Run 1, cell placement:
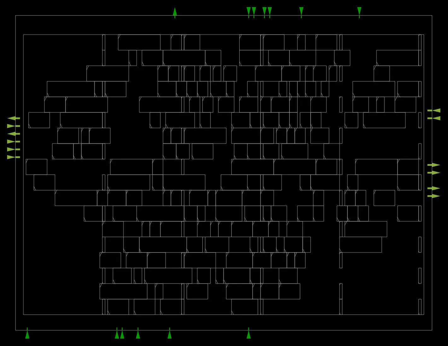
Run 1, cells colored by class:
Bar = 20 um. Fill, decap, tap and diode cells in gray.
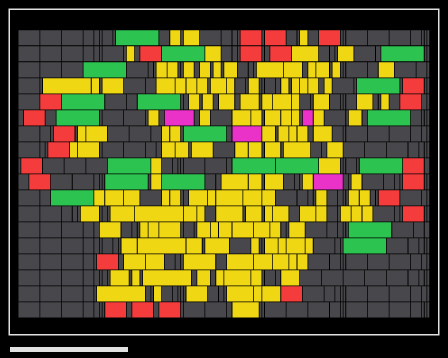
Run 1, signal wires by layer:
Bar = 20 um.
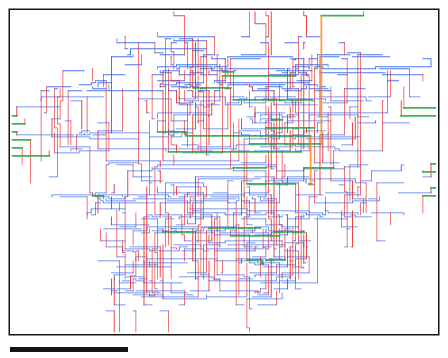
Run 1, register map, names as in the netlist:
Bar = 20 um.
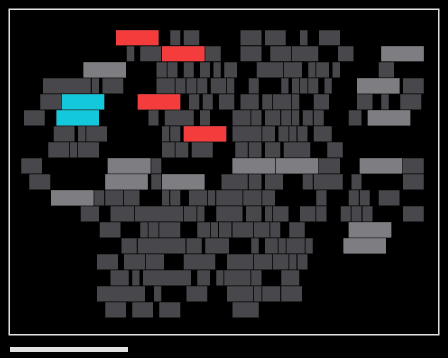
**src/rtl/lvc_ahb_pkg.sv**
```systemverilog
// rtl/lvc_ahb_pkg.sv - shared lvc_ahb encodings plus arbiter state and burst-length helper
package lvc_ahb_pkg;

  typedef enum logic [1:0] {
    HTRANS_IDLE   = 2'd0,
    HTRANS_BUSY   = 2'd1,
    HTRANS_NONSEQ = 2'd2,
    HTRANS_SEQ    = 2'd3
  } trans_type_enum;

  typedef enum logic [2:0] {
    HBURST_SINGLE = 3'd0,
    HBURST_INCR   = 3'd1,
    HBURST_WRAP4  = 3'd2,
    HBURST_INCR4  = 3'd3,
    HBURST_WRAP8  = 3'd4,
    HBURST_INCR8  = 3'd5,
    HBURST_WRAP16 = 3'd6,
    HBURST_INCR16 = 3'd7
  } burst_type_enum;

  typedef enum logic [1:0] {
    HRESP_OKAY  = 2'd0,
    HRESP_ERROR = 2'd1,
    HRESP_RETRY = 2'd2,
    HRESP_SPLIT = 2'd3
  } response_type_enum;

  typedef enum logic [1:0] {
    PARK   = 2'd0,
    OWN    = 2'd1,
    BURST  = 2'd2,
    LOCKED = 2'd3
  } arb_state_enum;

  localparam int BEAT_CNT_W = 4;

  // Undefined-length INCR reports 0 so it never arms the beat counter.
  function automatic logic [4:0] burst_beats(burst_type_enum b);
    case (b)
      HBURST_SINGLE:                burst_beats = 5'd1;
      HBURST_INCR:                  burst_beats = 5'd0;
      HBURST_WRAP4,  HBURST_INCR4:  burst_beats = 5'd4;
      HBURST_WRAP8,  HBURST_INCR8:  burst_beats = 5'd8;
      HBURST_WRAP16, HBURST_INCR16: burst_beats = 5'd16;
      default:                      burst_beats = 5'd0;
    endcase
  endfunction

endpackage

```
**src/rtl/lvc_ahb_arb_picker.sv**
```systemverilog
// rtl/lvc_ahb_arb_picker.sv - combinational one-hot next-winner selection
// LVC_AHB_ARB_FIXED_PRIO_EN selects lowest-index priority and drops the pointer input.
module lvc_ahb_arb_picker #(
  parameter int NUM_MST = 4,
  parameter int MST_W   = $clog2(NUM_MST)
) (
  input  logic [NUM_MST-1:0] req,
`ifndef LVC_AHB_ARB_FIXED_PRIO_EN
  input  logic [MST_W-1:0]   ptr,
`endif
  output logic [NUM_MST-1:0] gnt,
  output logic [MST_W-1:0]   gnt_idx,
  output logic               any
);

`ifdef LVC_AHB_ARB_FIXED_PRIO_EN
  always_comb begin
    gnt     = '0;
    gnt_idx = '0;
    any     = 1'b0;
    for (int i = 0; i < NUM_MST; i++) begin
      if (!any && req[MST_W'(i)]) begin
        any                = 1'b1;
        gnt[MST_W'(i)]     = 1'b1;
        gnt_idx            = MST_W'(i);
      end
    end
  end
`else
  int idx;

  // Search starts just after the last winner, so the last winner is checked last.
  always_comb begin
    gnt     = '0;
    gnt_idx = '0;
    any     = 1'b0;
    idx     = 0;
    for (int i = 1; i <= NUM_MST; i++) begin
      idx = (int'(ptr) + i) % NUM_MST;
      if (!any && req[MST_W'(idx)]) begin
        any              = 1'b1;
        gnt[MST_W'(idx)] = 1'b1;
        gnt_idx          = MST_W'(idx);
      end
    end
  end
`endif

endmodule

```
**src/rtl/lvc_ahb_arbiter.sv**
```systemverilog
// rtl/lvc_ahb_arbiter.sv - lvc_ahb bus arbiter: burst/lock-safe handover, parks on DEFAULT_MST
// LVC_AHB_ARB_FIXED_PRIO_EN switches round-robin selection to fixed lowest-index priority.
module lvc_ahb_arbiter
  import lvc_ahb_pkg::*;
#(
  parameter int NUM_MST     = 4,
  parameter int DEFAULT_MST = 0,
  parameter int MST_W       = $clog2(NUM_MST)
) (
  input  logic               hclk,
  input  logic               hresetn,
  input  logic [NUM_MST-1:0] hbusreq,
  input  logic [NUM_MST-1:0] hlock,
  input  logic [1:0]         htrans,
  input  logic [2:0]         hburst,
  input  logic               hready,
  input  logic [1:0]         hresp,
  output logic [NUM_MST-1:0] hgrant,
  output logic [MST_W-1:0]   hmaster,
  output logic               hmastlock
);

  localparam logic [NUM_MST-1:0] DEF_GNT = NUM_MST'(1) << DEFAULT_MST;
  localparam logic [MST_W-1:0]   DEF_IDX = MST_W'(DEFAULT_MST);

  arb_state_enum           state_q, state_d;
  logic [NUM_MST-1:0]      grant_q, grant_d;
  logic [MST_W-1:0]        gidx_q, gidx_d;
  logic [MST_W-1:0]        hmaster_q, hmaster_d;
  logic                    hmastlock_q, hmastlock_d;
  logic [BEAT_CNT_W-1:0]   cnt_q, cnt_d;
  logic                    abort_q, abort_d;
  logic                    rel_q, rel_d;

  trans_type_enum          trans;
  burst_type_enum          burst;
  logic [4:0]              beats;
  logic                    fixed_burst;
  logic                    owner_lock;
  logic                    arb_ok;
  logic                    do_arb;

  logic [NUM_MST-1:0]      pick_gnt;
  logic [MST_W-1:0]        pick_idx;
  logic                    pick_any;

`ifndef LVC_AHB_ARB_FIXED_PRIO_EN
  logic [MST_W-1:0]        ptr_q, ptr_d;
`endif

  lvc_ahb_arb_picker #(
    .NUM_MST (NUM_MST),
    .MST_W   (MST_W)
  ) u_picker (
    .req     (hbusreq),
`ifndef LVC_AHB_ARB_FIXED_PRIO_EN
    .ptr     (ptr_q),
`endif
    .gnt     (pick_gnt),
    .gnt_idx (pick_idx),
    .any     (pick_any)
  );

  always_comb begin
    trans       = trans_type_enum'(htrans);
    burst       = burst_type_enum'(hburst);
    beats       = burst_beats(burst);
    fixed_burst = (beats > 5'd1);
    owner_lock  = hlock[gidx_q];

    arb_ok = (state_q == PARK)
          || (trans == HTRANS_IDLE)
          || (((burst == HBURST_SINGLE) || (burst == HBURST_INCR))
              && ((trans == HTRANS_NONSEQ) || (trans == HTRANS_SEQ))
              && (state_q != LOCKED))
          || ((state_q == BURST) && (trans == HTRANS_SEQ) && (cnt_q == BEAT_CNT_W'(1)))
          || abort_q;

    state_d     = state_q;
    grant_d     = grant_q;
    gidx_d      = gidx_q;
    hmaster_d   = hmaster_q;
    hmastlock_d = hmastlock_q;
    cnt_d       = cnt_q;
    abort_d     = abort_q;
    rel_d       = rel_q;
    do_arb      = 1'b0;
`ifndef LVC_AHB_ARB_FIXED_PRIO_EN
    ptr_d       = ptr_q;
`endif

    if (!hready) begin
      // First cycle of a two-cycle non-OKAY response: drop the burst so the
      // completing cycle becomes a handover point.
      if ((state_q == BURST) && (response_type_enum'(hresp) != HRESP_OKAY)) begin
        state_d = OWN;
        cnt_d   = '0;
        abort_d = 1'b1;
      end
    end else begin
      abort_d     = 1'b0;
      hmaster_d   = gidx_q;
      hmastlock_d = owner_lock;

      if (abort_q) begin
        cnt_d = '0;
      end else begin
        case (trans)
          HTRANS_NONSEQ: cnt_d = fixed_burst ? BEAT_CNT_W'(beats - 5'd1) : '0;
          HTRANS_SEQ:    cnt_d = (cnt_q != '0) ? cnt_q - BEAT_CNT_W'(1) : '0;
          HTRANS_IDLE:   cnt_d = '0;
          default:       cnt_d = cnt_q;
        endcase
      end

      if (state_q == LOCKED) begin
        // Keep the grant for one more ready cycle after hlock falls.
        if (owner_lock) begin
          rel_d = 1'b0;
        end else if (!rel_q) begin
          rel_d = 1'b1;
        end else begin
          do_arb = 1'b1;
        end
      end else if ((trans == HTRANS_NONSEQ) && fixed_burst && !abort_q) begin
        state_d = BURST;
      end else if (arb_ok) begin
        do_arb = 1'b1;
      end

      if (do_arb) begin
        rel_d = 1'b0;
        if (owner_lock) begin
          state_d = LOCKED;
        end else if (pick_any) begin
          grant_d = pick_gnt;
          gidx_d  = pick_idx;
          state_d = OWN;
`ifndef LVC_AHB_ARB_FIXED_PRIO_EN
          ptr_d   = pick_idx;
`endif
        end else begin
          grant_d = DEF_GNT;
          gidx_d  = DEF_IDX;
          state_d = PARK;
        end
      end
    end
  end

  always_ff @(posedge hclk) begin
    if (!hresetn) begin
      state_q     <= PARK;
      grant_q     <= DEF_GNT;
      gidx_q      <= DEF_IDX;
      hmaster_q   <= DEF_IDX;
      hmastlock_q <= 1'b0;
      cnt_q       <= '0;
      abort_q     <= 1'b0;
      rel_q       <= 1'b0;
`ifndef LVC_AHB_ARB_FIXED_PRIO_EN
      ptr_q       <= DEF_IDX;
`endif
    end else begin
      state_q     <= state_d;
      grant_q     <= grant_d;
      gidx_q      <= gidx_d;
      hmaster_q   <= hmaster_d;
      hmastlock_q <= hmastlock_d;
      cnt_q       <= cnt_d;
      abort_q     <= abort_d;
      rel_q       <= rel_d;
`ifndef LVC_AHB_ARB_FIXED_PRIO_EN
      ptr_q       <= ptr_d;
`endif
    end
  end

  assign hgrant    = grant_q;
  assign hmaster   = hmaster_q;
  assign hmastlock = hmastlock_q;

endmodule

```
**config.mk**
```make
export PLATFORM = sky130hd
export DESIGN_NAME = lvc_ahb_arbiter
export DESIGN_NICKNAME = d
export VERILOG_FILES = /design/src/rtl/lvc_ahb_pkg.sv /design/src/rtl/lvc_ahb_arb_picker.sv /design/src/rtl/lvc_ahb_arbiter.sv
export SDC_FILE = /design/constraint.sdc
export NUM_CORES = 1
export LEC_CHECK = 0
export CORE_ASPECT_RATIO = 0.75
export CORE_UTILIZATION = 40
export CTS_CLUSTER_DIAMETER = 150
export CTS_CLUSTER_SIZE = 10
export DETAILED_ROUTE_END_ITERATION = 12
export PLACE_DENSITY = 0.72
export SLEW_MARGIN = 30
export SYNTH_ARGS = -nofsm -noshare
export SYNTH_HDL_FRONTEND = slang
export SYNTH_SLANG_ARGS = --single-unit
```
**constraint.sdc**
```tcl
create_clock -name hclk -period 4.1 [get_ports hclk]
set_input_delay 0.615 -clock hclk [delete_from_list [all_inputs] [get_ports hclk]]
set_output_delay 0.615 -clock hclk [all_outputs]
set_load 0.01 [all_outputs]
```
==> commit_impl_results.txt, run 1 <==
Log flow metrics for this revision

- Of the post-synthesis cell area, the part taken by muxes is 0.108.
* Boundary pin count: 25
* Seq Cell Count: 19
- Cell count of the worst hold path: 2
- Total tool warning count: 35
- Fill cell total of the finished layout: about 330
* H-tree levels: 1
- Ys flops: 19
- In this run, the synthesized area fraction spent on adder and majority cells is recorded as 0.0834.
- Standard-cell rows: 18
* Number of max-cap violations: 0
- The netlist uses between 50 and 60 different library cells.
- The post-route report lists met1 wire length as 1830 um.
- In this run the worst setup path terminates at gidx_q[1]$_SDFFE_PN0P_.
- The synthesis run identifies the leading combinational cell family as AND-OR/OR-AND gates.
* Largest vdd supply drop: approximately 170 uV
- Most area-hungry cell type in the Yosys netlist: sky130_fd_sc_hd__dfxtp_1
- Final hold violations: 0
* Met3 track demand over resource in global routing: 0.0380
- Per the slew report, the remaining headroom to the max-slew limit stands at 0.609.
* Drt first-iter violations: 131
* Largest net degree at the start of global routing: 18
- The CTS report gives the tree buffer count as 3.
* Core utilization before placement: 0.438
- Looking at the critical path, the highest net fanout was 13.
* CTS hold repair buffers: 0
- Setup ws final: ~860 ps
- In this run the full chip footprint comes out at 0.00400 mm2.
- Final Net Count: 225
- Destination of the worst register-to-register timing path: gidx_q[1]$_SDFFE_PN0P_
- During synthesis, Yosys emitted a total of 0 warnings.
* Busiest layer in global routing: met2
* Status: complete, no violations
- Pins over their slew limit in the final report were tallied at 0.
- After clock tree synthesis, the repair step resized 0 gates.
- The die is 55.0 um tall.
* Via count of the first global-routing pass: around 1300
- Comb_multi_in: 140
- Count of flip-flops with a built-in enable after synthesis: 0
* Cell count in the Yosys report: ~180
- Number of remaining DRC errors: 0
- Critical path's slowest cell: sky130_fd_sc_hd__dfxtp_1
* Ratio of total power to cell area: 320 mW/mm2
- In the synthesized netlist the dominant register cell turns out to be sky130_fd_sc_hd__dfxtp_1.
* CTS tree: yes
- After its last routability iteration, the placer logged a weighted congestion of approximately 0.82.
Notes on 'cell placement' above:
area inside the core boundary: 0.00342 mm2
flip-flop and latch share of the layout cell area: 0.212

Notes on 'cells colored by class' above:
sequential cells -> green  # cells 19, share of their area 22%
clock drivers and dummy loads -> magenta  # cells 4, share of their area 2.7%
remaining buffers and delay cells -> red  # cells 23, share of their area 13%
remaining logic cells -> yellow  # cells 150, share of their area 62%

Notes on 'signal wires by layer' above:
M2 -> red  # wire length 1620 um
M3 -> green  # wire length 199 um
M1 -> blue  # wire length 1830 um
M4 -> orange  # wire length 29.9 um
per-cell routed wire length: 14.9 um
total wire length: 3680 um

Notes on 'register map, names as in the netlist' above:
`cnt_q` -> red  # placed flops 4
`hmaster` -> cyan  # placed flops 2
not colored = 13
Flop+latch power: 0.221 mW
Storage cell area: 380 um2
end-of-flow core utilization: 0.525

run 1: state kept, by name, indices dropped and copies added (netlist names), 2 cells and up:
register  cells
cnt_q         4
gidx_q        2
hgrant        4
hmaster       2
ptr_q         2
state_q       2
run 1: worst register-to-register path: stages (launching register included):
cell	delay [ps]
sky130_fd_sc_hd__dfxtp_1	690
sky130_fd_sc_hd__inv_1	280
sky130_fd_sc_hd__ha_1	530
sky130_fd_sc_hd__mux4_2	650
sky130_fd_sc_hd__nor2_4	180
sky130_fd_sc_hd__o221ai_2	100
sky130_fd_sc_hd__o211a_1	120
sky130_fd_sc_hd__or4_4	490
sky130_fd_sc_hd__a21oi_2	130
run 1: power breakdown:
group,switching (mW),internal (mW)
logic,0.123,0.0994
registers,0.0216,0.199
clock network,0.0659,0.0677
Run 1, gate families picked out:
Bar = 20 um.
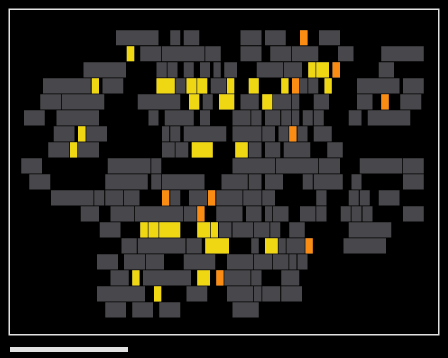

## Run 2: what changed since run 1
--- a/config.mk
+++ b/config.mk
@@ -10,7 +10,7 @@
 export CTS_CLUSTER_DIAMETER = 150
 export CTS_CLUSTER_SIZE = 10
 export DETAILED_ROUTE_END_ITERATION = 12
-export PLACE_DENSITY = 0.72
+export PLACE_DENSITY = 0.74
 export SLEW_MARGIN = 30
 export SYNTH_ARGS = -nofsm -noshare
 export SYNTH_HDL_FRONTEND = slang
==> constraint.sdc (replaced) <==
create_clock -name hclk -period 2.9 [get_ports hclk]
set_input_delay 0.435 -clock hclk [delete_from_list [all_inputs] [get_ports hclk]]
set_output_delay 0.435 -clock hclk [all_outputs]
set_load 0.01 [all_outputs]
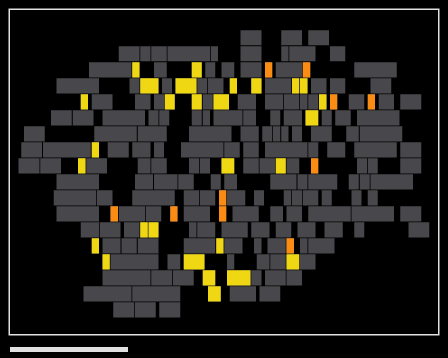
Run 2: gate families picked out
Bar = 20 um.
inv cells -> orange  # cells 10, most used inv_1
nor cells -> yellow  # cells 28, most used nor2_1

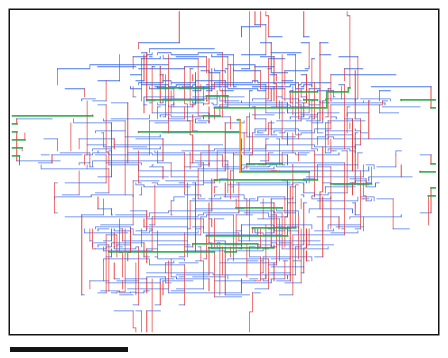
Run 2: signal wires by layer
Bar = 20 um.
M1 -> blue  # wire length 1910 um
M2 -> red  # wire length 1370 um
M3 -> green  # wire length 220 um
M4 -> orange  # wire length 8.80 um

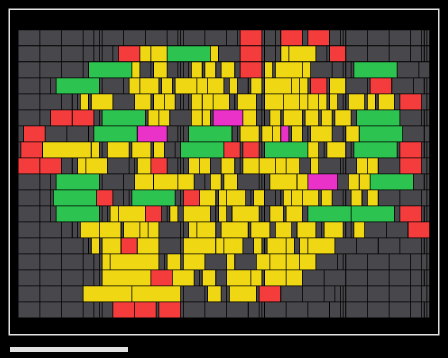
Run 2: cells colored by class
Bar = 20 um. Fill, decap, tap and diode cells in gray.
remaining logic cells -> yellow  # cells 150, share of their area 60%
sequential cells -> green  # cells 19, share of their area 21%
remaining buffers and delay cells -> red  # cells 32, share of their area 17%
clock drivers and dummy loads -> magenta  # cells 4, share of their area 2.5%
flip-flop and latch share of the layout cell area: 0.204
end-of-flow core utilization: 0.545
post-route design area: 0.00186 mm2

==> run 2 against run 1 <==
Clock power up 39%. Via count down 0.14%. Synthesized cell count unchanged. Wire length down 4.6%. Clock-buffer cell count up 1. First-iteration DRC count down 5.3%. Setup slack worse by 480 ps. Combinational power up 56%. Clock skew down 3.8 ps. Utilization up 1.9 points. Register-to-register slack worse by 480 ps.
==> commit_impl_results.txt, run 2 <==
Log flow metrics for this revision

- The run finished with clean final reports.
- Busiest layer in global routing: met1
* Relative contribution of combinational cells to total power: 0.416 (+0.031)
- The met3 layer usage reported by global route is 0.0417 (+0.00362).
* Top non-seq family: AND-OR/OR-AND gates
- Boundary pin count: 25 (unchanged)
- The cell resize tally after clock tree synthesis is 0 (unchanged).
- Peak fanout along the critical path: 8 (-5)
* Slew Viols, Final: 0 (unchanged)
- The core box area is 0.00342 mm2 (unchanged).
- The tally of filler cells in the layout was 332 (unchanged).
- Routed length on met1: 1910 um (+4.2%)
* Weighted congestion reported at the end of routability-driven placement: 0.925 (+13%)
- Of all power groups, the one with the highest power is combinational cells.
- The switching power of the nets was 0.293 mW (+40%).
- The clock network power is 0.186 mW (+39%).
* Total tool warning count: 35 (unchanged)
- The final hold violation count is 0 (unchanged).
- Count of flip-flops with a built-in enable after synthesis: 0 (unchanged)
- The internal power came to 0.540 mW (+47%).
- The effective utilization at floorplan is 0.438 (unchanged).
- Per-cell routed wire length: 13.7 um (-8.0%)
- Number of remaining DRC errors: 0 (unchanged)
* Via count of the first global-routing pass: 1250 (-5.4%)
- The power density of the placed cells is 447 mW/mm2 (+39%).
- Fraction of power consumed by sequential logic: 0.361 (-0.022)
* Storage cell area: 380 um2 (unchanged)
* Adder Share, Synth: 0.0834 (unchanged)
- The count of different cell masters after synthesis came to 54 (unchanged).
- Cell count of the worst hold path: 2 (unchanged)
* CTS tree: yes
* Height of the chip: 55.0 um (unchanged)
* Number of max-cap violations: 0 (unchanged)
- The net switching fraction of the power is 0.352 (-0.0124).
* Syn. warnings: 0 (unchanged)
- The deepest level of the CTS H-tree came to 1 (unchanged).
- Destination of the worst register-to-register timing path: gidx_q[1]$_SDFFE_PN0P_
- Ys flop type: sky130_fd_sc_hd__dfxtp_1
- The number of nets in the layout is 234 (+4.0%).
- Standard-cell rows: 18 (unchanged)
- Clock share of power: 0.223 (-0.009)
* Cell count in the Yosys report: 177 (unchanged)
- The multiplexer share of the synthesized area was 0.108 (unchanged).
- TritonCTS buffer count: 3 (unchanged)
==> run 2: cell counts after synthesis <==
No cell type changed its count.
==> run 2: worst max-delay path, stage by stage, from the launching register on <==
cell and delay, ps:
sky130_fd_sc_hd__dfxtp_1 330, sky130_fd_sc_hd__inv_1 110, sky130_fd_sc_hd__ha_1 340, sky130_fd_sc_hd__mux4_2 610, sky130_fd_sc_hd__nor2_4 180, sky130_fd_sc_hd__o221ai_2 110, sky130_fd_sc_hd__o211a_1 130, sky130_fd_sc_hd__or4_4 500
sky130_fd_sc_hd__a21oi_2 130
==> run 2: layout make-up <==
| cell class | count | area share |
|---|---|---|
| timing repair buffer | 32 | 0.160 |
| multi-input combinational | 140 | 0.558 |
| tap | 50 | 0.0336 |
| clock buffer | 4 | 0.0242 |
| sequential | 19 | 0.204 |
| inverter | 10 | 0.0201 |
## Run 3: what changed since run 2
--- a/config.mk
+++ b/config.mk
@@ -5,6 +5,7 @@
 export SDC_FILE = /design/constraint.sdc
 export NUM_CORES = 1
 export LEC_CHECK = 0
+export CAP_MARGIN = 20
 export CORE_ASPECT_RATIO = 0.75
 export CORE_UTILIZATION = 40
 export CTS_CLUSTER_DIAMETER = 150
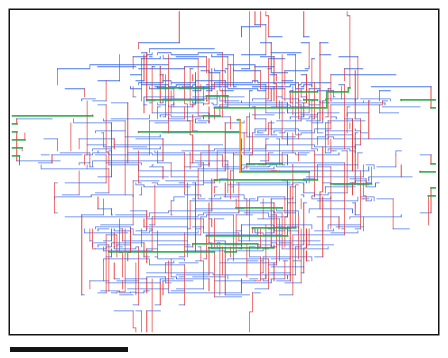
Run 3: signal wires by layer
Bar = 20 um.
M4 -> orange  # wire length 8.80 um
M3 -> green  # wire length 220 um
M1 -> blue  # wire length 1910 um
M2 -> red  # wire length 1370 um

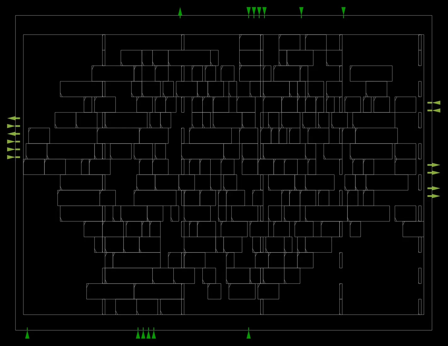
Run 3: cell placement
n_taps: 50
Seq Cell Count: 19
fill cell total of the finished layout: 332

==> run 3 against run 2 <==
Cell count unchanged. Clock skew did not move. First-iteration DRC count is the same. Critical path type unchanged. Sequential power barely moved. Global-route usage unchanged. Setup slack is the same. Largest power group unchanged.
==> commit_impl_results.txt, run 3 <==
Log flow metrics for this revision

- The flow ran to the end, and the final reports show no timing, DRC or antenna violations.
- Via count of the first global-routing pass: 1250 (unchanged)
* Relative contribution of combinational cells to total power: 0.416 (about the same)
- Core utilization before placement: 0.438 (unchanged)
- Storage cell area: 380 um2 (unchanged)
- Standard-cell rows: 18 (unchanged)
- Internal: 0.540 mW (unchanged)
- Sw power: 0.293 mW (unchanged)
- TritonCTS buffer count: 3 (unchanged)
- The placer congestion estimate is 0.925 (unchanged).
- The tally of max-capacitance violations was 0 (unchanged).
* Category of cells accounting for the largest share of critical-path delay: simple AND/OR/NAND/NOR gates
* CTS tree: yes
- PostCTS Resize Cnt: 0 (unchanged)
- Cell count of the worst hold path: 2 (unchanged)
- The number of pins exceeding their max-slew limit in the final report came to 0 (unchanged).
- For reference, the critical path cell chain is inv_1, ha_1, mux4_2, nor2_4, o221ai_2, o211a_1, or4_4, a21oi_2.
- End-of-flow core utilization: 0.545 (unchanged)
* Syn. warnings: 0 (unchanged)
* Destination of the worst register-to-register timing path: gidx_q[1]$_SDFFE_PN0P_
- The yosys stat cell total came to 177 (unchanged).
- Net Sw Frac: 0.352 (unchanged)
* Final Net Count: 234 (unchanged)
* Fraction of power consumed by sequential logic: 0.361 (about the same)
* Total buffers and inverters traversed by the critical path: 1 (unchanged)
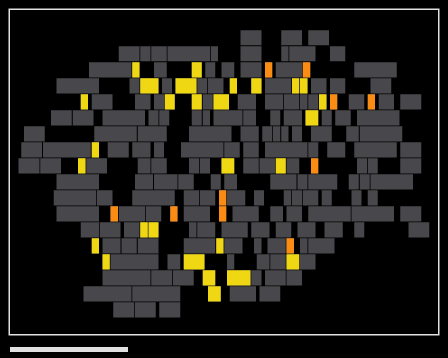
Run 3: gate families picked out
Bar = 20 um.
nor cells -> yellow  # cells 28, most used nor2_1
inv cells -> orange  # cells 10, most used inv_1

## run 3: cell counts after synthesis
No cell type changed its count.
## run 3: metal layers
layer / up-vias / global-route usage / wire, um
li1: 738 / - / -
met2: 53 / 0.262 / 1370
met5: - / 0 / 0
met1: 681 / 0.276 / 1910
met3: 3 / 0.0417 / 219
met4: 0 / 0.0425 / 8
## run 3: logic make-up after synthesis
kind of cell	count (synthesis)	share of synthesized area
flip-flops	19	0.254
buffers and inverters	18	0.0525
multiplexers	10	0.108
AND-OR/OR-AND	66	0.309
adder cells (fa/ha/maj)	10	0.0834
AND/OR/NAND/NOR	54	0.194
## run 3: final cells by class
cell class / count / area share
clock buffer: 4 / 0.0242
inverter: 10 / 0.0201
multi-input combinational: 140 / 0.558
sequential: 19 / 0.204
tap: 50 / 0.0336
timing repair buffer: 32 / 0.160
Power and IR drop assume default switching activity.
